`src/rtl/uart_loader_pkg.sv`:
```
// uart_loader_pkg: shared FSM state and error-code encodings for the UART imem loader
package uart_loader_pkg;
  typedef enum logic [2:0] {IDLE, LEN, DATA, CSUM, DONE, ERR} ldr_state_t;
  typedef enum logic [1:0] {ERR_NONE, ERR_FRAME, ERR_LEN, ERR_CSUM} err_code_t;
  typedef enum logic [1:0] {RX_IDLE, RX_START, RX_DATA, RX_STOP} rx_state_t;
endpackage

```
`src/rtl/uart_rx_byte.sv`:
```
// uart_rx_byte: 8N1 UART receiver with 2-flop synchroniser, start-glitch rejection and framing check
module uart_rx_byte import uart_loader_pkg::*; #(
  parameter int CLKS_PER_BIT = 434
) (
  input  logic       clk,
  input  logic       Rst,
  input  logic       rx,
  output logic       byte_valid,
  output logic [7:0] byte_data,
  output logic       frame_err
);
  localparam int CW = $clog2(CLKS_PER_BIT);
  rx_state_t st_q, st_d;
  logic [1:0] sync_q, sync_d;
  logic [CW-1:0] cnt_q, cnt_d;
  logic [2:0] bit_q, bit_d;
  logic [7:0] sh_q, sh_d;
  logic valid_q, valid_d, ferr_q, ferr_d;
  logic rxs, half, full;
  assign rxs = sync_q[1];
  assign half = cnt_q == CW'(CLKS_PER_BIT / 2 - 1);
  assign full = cnt_q == CW'(CLKS_PER_BIT - 1);
  always_comb begin
    sync_d = {sync_q[0], rx};
    st_d = st_q;
    cnt_d = cnt_q + 1'b1;
    bit_d = bit_q;
    sh_d = sh_q;
    valid_d = 1'b0;
    ferr_d = 1'b0;
    case (st_q)
      RX_IDLE: begin
        cnt_d = '0;
        if (!rxs) st_d = RX_START;
      end
      RX_START: if (half) begin
        cnt_d = '0;
        bit_d = '0;
        st_d = rxs ? RX_IDLE : RX_DATA;
      end
      RX_DATA: if (full) begin
        cnt_d = '0;
        sh_d = {rxs, sh_q[7:1]};
        bit_d = bit_q + 1'b1;
        if (bit_q == 3'd7) st_d = RX_STOP;
      end
      RX_STOP: if (full) begin
        cnt_d = '0;
        st_d = RX_IDLE;
        valid_d = rxs;
        ferr_d = !rxs;
      end
    endcase
  end
  always_ff @(posedge clk or posedge Rst) begin
    if (Rst) begin
      st_q <= RX_IDLE;
      sync_q <= 2'b11;
      cnt_q <= '0;
      bit_q <= '0;
      sh_q <= '0;
      valid_q <= 1'b0;
      ferr_q <= 1'b0;
    end else begin
      st_q <= st_d;
      sync_q <= sync_d;
      cnt_q <= cnt_d;
      bit_q <= bit_d;
      sh_q <= sh_d;
      valid_q <= valid_d;
      ferr_q <= ferr_d;
    end
  end
  assign byte_valid = valid_q;
  assign byte_data = sh_q;
  assign frame_err = ferr_q;
endmodule

```
`src/rtl/uart_imem_loader.sv`:
```
// uart_imem_loader: receives a length/data/checksum framed UART image and writes it word-by-word into imem
module uart_imem_loader import uart_loader_pkg::*; #(
  parameter int CLKS_PER_BIT = 434,
  parameter int DATA_W = 32,
  parameter int ADDR_W = 12,
  parameter int LEN_BYTES = 2
) (
  input  logic              clk,
  input  logic              Rst,
  input  logic              prog,
  input  logic              rx,
  output logic              prog_ena,
  output logic              prog_we,
  output logic [ADDR_W-1:0] prog_addr,
  output logic [DATA_W-1:0] prog_din,
  output logic [ADDR_W:0]   words_written,
  output logic              done,
  output logic [1:0]        err_code
);
  localparam int LW = 8 * LEN_BYTES;
  localparam int BPW = DATA_W / 8;
  localparam int CW = (LW > ADDR_W ? LW : ADDR_W) + 1;
  localparam logic [CW-1:0] DEPTH = CW'(1) << ADDR_W;
  logic byte_valid, frame_err;
  logic [7:0] byte_data;
  ldr_state_t state_q, state_d;
  err_code_t err_q, err_d;
  logic [LW-1:0] len_q, len_d, len_nx;
  logic [2:0] idx_q, idx_d;
  logic [7:0] sum_q, sum_d;
  logic [DATA_W-1:0] word_q, word_d, word_nx, din_q, din_d;
  logic we_q, we_d, prog_q, prog_d;
  logic [ADDR_W:0] ww_q, ww_d, ww_nx;
  logic [ADDR_W-1:0] addr_q, addr_d;
  uart_rx_byte #(.CLKS_PER_BIT(CLKS_PER_BIT)) u_rx (
    .clk(clk), .Rst(Rst), .rx(rx),
    .byte_valid(byte_valid), .byte_data(byte_data), .frame_err(frame_err)
  );
  // Little-endian assembly: each new byte enters at the top and earlier bytes slide toward the LSB.
  assign len_nx = (len_q >> 8) | (LW'(byte_data) << (LW - 8));
  assign word_nx = (word_q >> 8) | (DATA_W'(byte_data) << (DATA_W - 8));
  assign ww_nx = ww_q + 1'b1;
  always_comb begin
    state_d = state_q;
    err_d = err_q;
    len_d = len_q;
    idx_d = idx_q;
    sum_d = sum_q;
    word_d = word_q;
    din_d = din_q;
    we_d = 1'b0;
    ww_d = ww_q;
    prog_d = prog;
    addr_d = (we_q && CW'(ww_q) < CW'(len_q)) ? addr_q + 1'b1 : addr_q;
    if (!prog) begin
      state_d = IDLE;
      err_d = ERR_NONE;
    end else if (frame_err && state_q inside {LEN, DATA, CSUM}) begin
      state_d = ERR;
      err_d = ERR_FRAME;
    end else case (state_q)
      IDLE: if (!prog_q) begin
        state_d = LEN;
        err_d = ERR_NONE;
        len_d = '0;
        idx_d = '0;
        sum_d = '0;
        ww_d = '0;
        addr_d = '0;
      end
      LEN: if (byte_valid) begin
        len_d = len_nx;
        idx_d = idx_q + 1'b1;
        if (idx_q == 3'(LEN_BYTES - 1)) begin
          idx_d = '0;
          state_d = (CW'(len_nx) > DEPTH) ? ERR : (len_nx == '0) ? CSUM : DATA;
          err_d = (CW'(len_nx) > DEPTH) ? ERR_LEN : ERR_NONE;
        end
      end
      DATA: if (byte_valid) begin
        word_d = word_nx;
        sum_d = sum_q + byte_data;
        idx_d = idx_q + 1'b1;
        if (idx_q == 3'(BPW - 1)) begin
          idx_d = '0;
          we_d = 1'b1;
          din_d = word_nx;
          ww_d = ww_nx;
          if (CW'(ww_nx) == CW'(len_q)) state_d = CSUM;
        end
      end
      CSUM: if (byte_valid) begin
        state_d = (byte_data == sum_q) ? DONE : ERR;
        err_d = (byte_data == sum_q) ? ERR_NONE : ERR_CSUM;
      end
      default: ;
    endcase
  end
  always_ff @(posedge clk or posedge Rst) begin
    if (Rst) begin
      state_q <= IDLE;
      err_q <= ERR_NONE;
      len_q <= '0;
      idx_q <= '0;
      sum_q <= '0;
      word_q <= '0;
      din_q <= '0;
      we_q <= 1'b0;
      ww_q <= '0;
      addr_q <= '0;
      prog_q <= 1'b0;
    end else begin
      state_q <= state_d;
      err_q <= err_d;
      len_q <= len_d;
      idx_q <= idx_d;
      sum_q <= sum_d;
      word_q <= word_d;
      din_q <= din_d;
      we_q <= we_d;
      ww_q <= ww_d;
      addr_q <= addr_d;
      prog_q <= prog_d;
    end
  end
  // A strobe landing in the cycle prog drops must not reach imem.
  assign prog_we = we_q & prog;
  assign prog_ena = state_q != IDLE;
  assign done = state_q == DONE;
  assign err_code = err_q;
  assign prog_addr = addr_q;
  assign prog_din = din_q;
  assign words_written = ww_q;
endmodule

```
`config.mk`:
```
export PLATFORM = sky130hd
export DESIGN_NAME = uart_imem_loader
export DESIGN_NICKNAME = d
export VERILOG_FILES = /design/src/rtl/uart_loader_pkg.sv /design/src/rtl/uart_rx_byte.sv /design/src/rtl/uart_imem_loader.sv
export SDC_FILE = /design/constraint.sdc
export NUM_CORES = 1
export LEC_CHECK = 0
export CORE_MARGIN = 8
export CORE_UTILIZATION = 58
export DETAILED_ROUTE_END_ITERATION = 8
export PLACE_DENSITY = 0.8
export SETUP_SLACK_MARGIN = 0.4
export SLEW_MARGIN = 25
export SYNTH_ARGS = -nofsm -noshare
export SYNTH_HDL_FRONTEND = slang
export SYNTH_HIERARCHICAL = 1
export SYNTH_SLANG_ARGS = --single-unit
```
`constraint.sdc`:
```
create_clock -name clk -period 3.8 [get_ports clk]
set_input_delay 0.38 -clock clk [delete_from_list [all_inputs] [get_ports clk]]
set_output_delay 0.38 -clock clk [all_outputs]
set_load 0.05 [all_outputs]
```
**Pin placement**

Pins as bars across the die edge, other pins in grey.
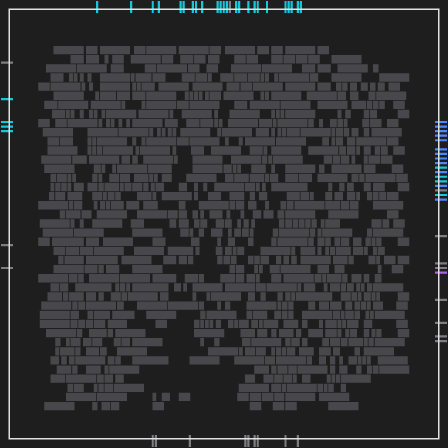
`prog_din` -> cyan  # pins 32, direction output, edge 24 north, 4 west, 4 east
`prog` -> purple  # pins 1, direction input, edge east
`prog_addr` -> blue  # pins 12, direction output, edge east
all pins by edge = 25 east, 25 north, 9 south, 7 west

**Clock wiring as the flow saved it**

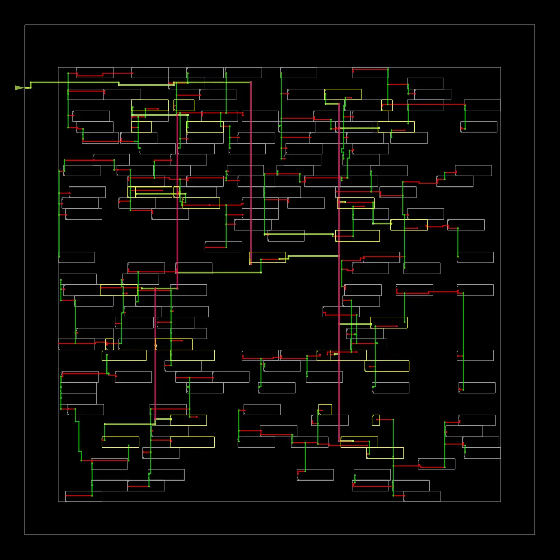
final clock skew: 7.76 ps
Sinks on Clock Net: 141
clkbuf count: 20
clock latency on the worst-skew pair: 420 ps

**Clock distribution**

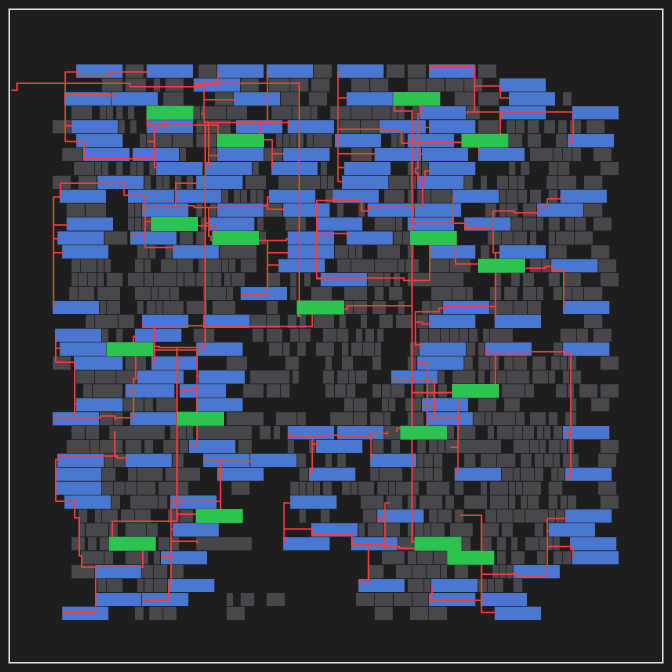
flip-flops -> blue  # count 141
clock wires -> red  # length 1,660 um
clock drivers -> green  # count 17
routed clock nets = 18
flops lie = spread over the die

==> run summary <==
Reports from this run.

- The detailed-placement wirelength estimate is 11,700 um.
- The share of total power consumed by net switching reads 26.9%.
- The area growth from synthesis to final layout is 20.4%.
- The number of nets handed over by synthesis was 759.
- The finished design was reported to have a net count of 824.
- The number of maximum-capacitance constraint violations reads 0.
- Counting tap cells, the placed design contains a total of 937 instances.
- The die is 128 um wide.
- The maximum root-to-sink buffer count is 2.
- The sum of routed wire length over all layers reads 16,900 um.
- Per the layout report, the design carries 72 non-clock buffers.
- The register with the most flip-flops in the layout has 32 of them.
- The fraction of final layout cells with drive strength greater than 1 is 10.6%.
- The most instantiated logic cell after routing is sky130_fd_sc_hd__dfrtp_1.
- The number of violations reported at the end of detailed-routing iteration 0 is 457.
- The setup slack of the critical path after layout is 1100 ps.
- The weighted congestion reported at the end of routability-driven placement is 0.891.
- The design received a total of 168 well taps at floorplan.
- The synthesized cell area reads 7220 um2.
- The post-synthesis share of cell area spent on full adders, half adders and majority gates is 5.65%.
- The number of placed I/O pins reads 66.
- The final instance area reads 8690 um2.
- The startpoint class of the critical path reads a flop.
- The critical path's top delay family is buffers and inverters.
- The critical path required time is 3420 ps.
- Once the clock tree was built, the setup fixing pass inserted 0 buffers.
- Per the detailed placement report, the placed cell area equals 8040 um2.
- The number of placement rows reads 40.
- The run finished with clean final reports.
- The met2 wire length is 8400 um.
- In the final report, the number of hold violations comes to 0.
- The pre-CTS setup slack is 1030 ps.
- Global route summary, busiest routing layer listed as met2.
- The worst hold-check path type reads reg2reg.
- The CTS H-tree depth reads 4.
- The worst reg2reg path depth is 8.
- The pin count of the biggest net entering global routing is 78.
- The logic area is 3460 um2.
- On the final layout, the worst hold slack is 361 ps.
- The cell at the root of the clock tree is sky130_fd_sc_hd__clkbuf_16.
- The share of cell area taken by muxes after synthesis is 7.12%.
- The post-synth tally of flip-flops with integrated enable is 0.
- The cell count after synthesis is 723.
- Ranked by total cell area, the synthesized netlist is headed by sky130_fd_sc_hd__dfrtp_1 48%, sky130_fd_sc_hd__nand2_1 6.4%, sky130_fd_sc_hd__ha_1 5.4%, sky130_fd_sc_hd__mux2_2 4.5%, sky130_fd_sc_hd__o21ai_0 2.4%.
- For met2 alone, demand over resource in global routing was 36.0%.
- The nature of the critical path endpoint is an output pin.
- Of all the cell area in the finished design, the clock network holds 7.44%.
- The flow reports power dissipated in the clock network as 1.81 mW.
- The compound-cell area share of the yosys netlist is 12.9%.
- The reported combinational group power is 0.545 mW.
- The inverter count of the layout excluding clock inverters is 32.
- Summed over its instances, the top area cell type makes up 48.2% of the synthesized netlist area.
- The met1 capacity usage during global routing is 26.6%.
- The sequential cell count of the final layout reads 141.
- Power comes to 3.96 mW.
- The start point of the critical path reads state_q[2].
- The number of standard cells reported by yosys is 723.
- Per the synthesis report, the number of distinct cell types is 62.
- The chip area line of the yosys report reads 7220 um2.
- The combinational share of cell area is 39.9%.
- The final-layout non-clock buffer area share is 8.23%.
- The cell type taking the most area is flip-flops and latches.
- The largest share of the power goes to the clock network.
- The warning count from the yosys run reads 6.
- The total overflow reported by the global router reads 0.
- The length of the first detailed-routing pass in iterations reads 5.
**Sizing map**

The bar under the picture is 50 um long.
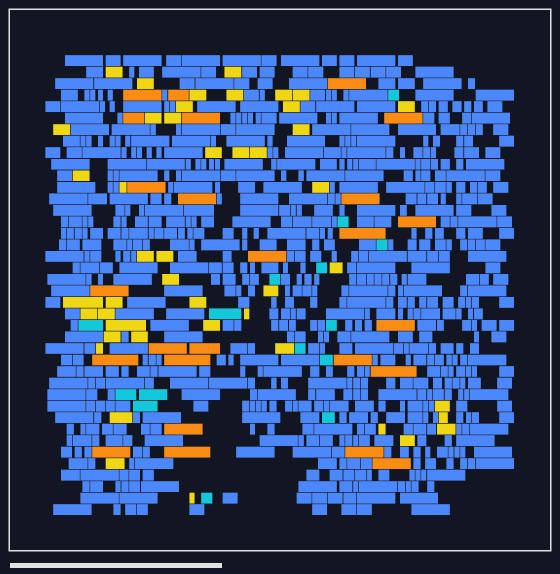
_6 and larger -> orange  # cells 25, share 3.1%, most used clkbuf_16
_2 cells -> yellow  # cells 45, share 5.6%, most used mux2_2
_3 and _4 cells -> cyan  # cells 15, share 1.9%, most used buf_4
_0 and _1 cells -> blue  # cells 715, share 89%, most used dfrtp_1

**Signal wires on met4**

The bar under the picture is 50 um long.
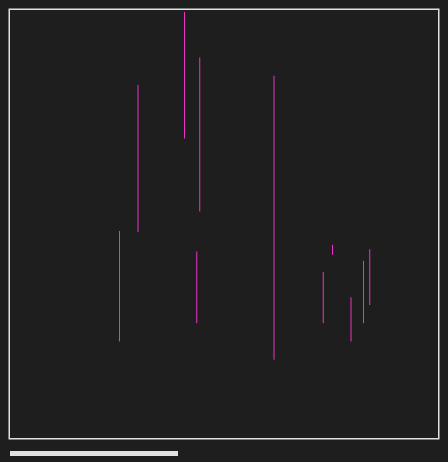
nets with wire on the layer = 9
share of all routed wire = 2.0%
wire length on this layer = 330 um

Power and IR drop assume default switching activity.
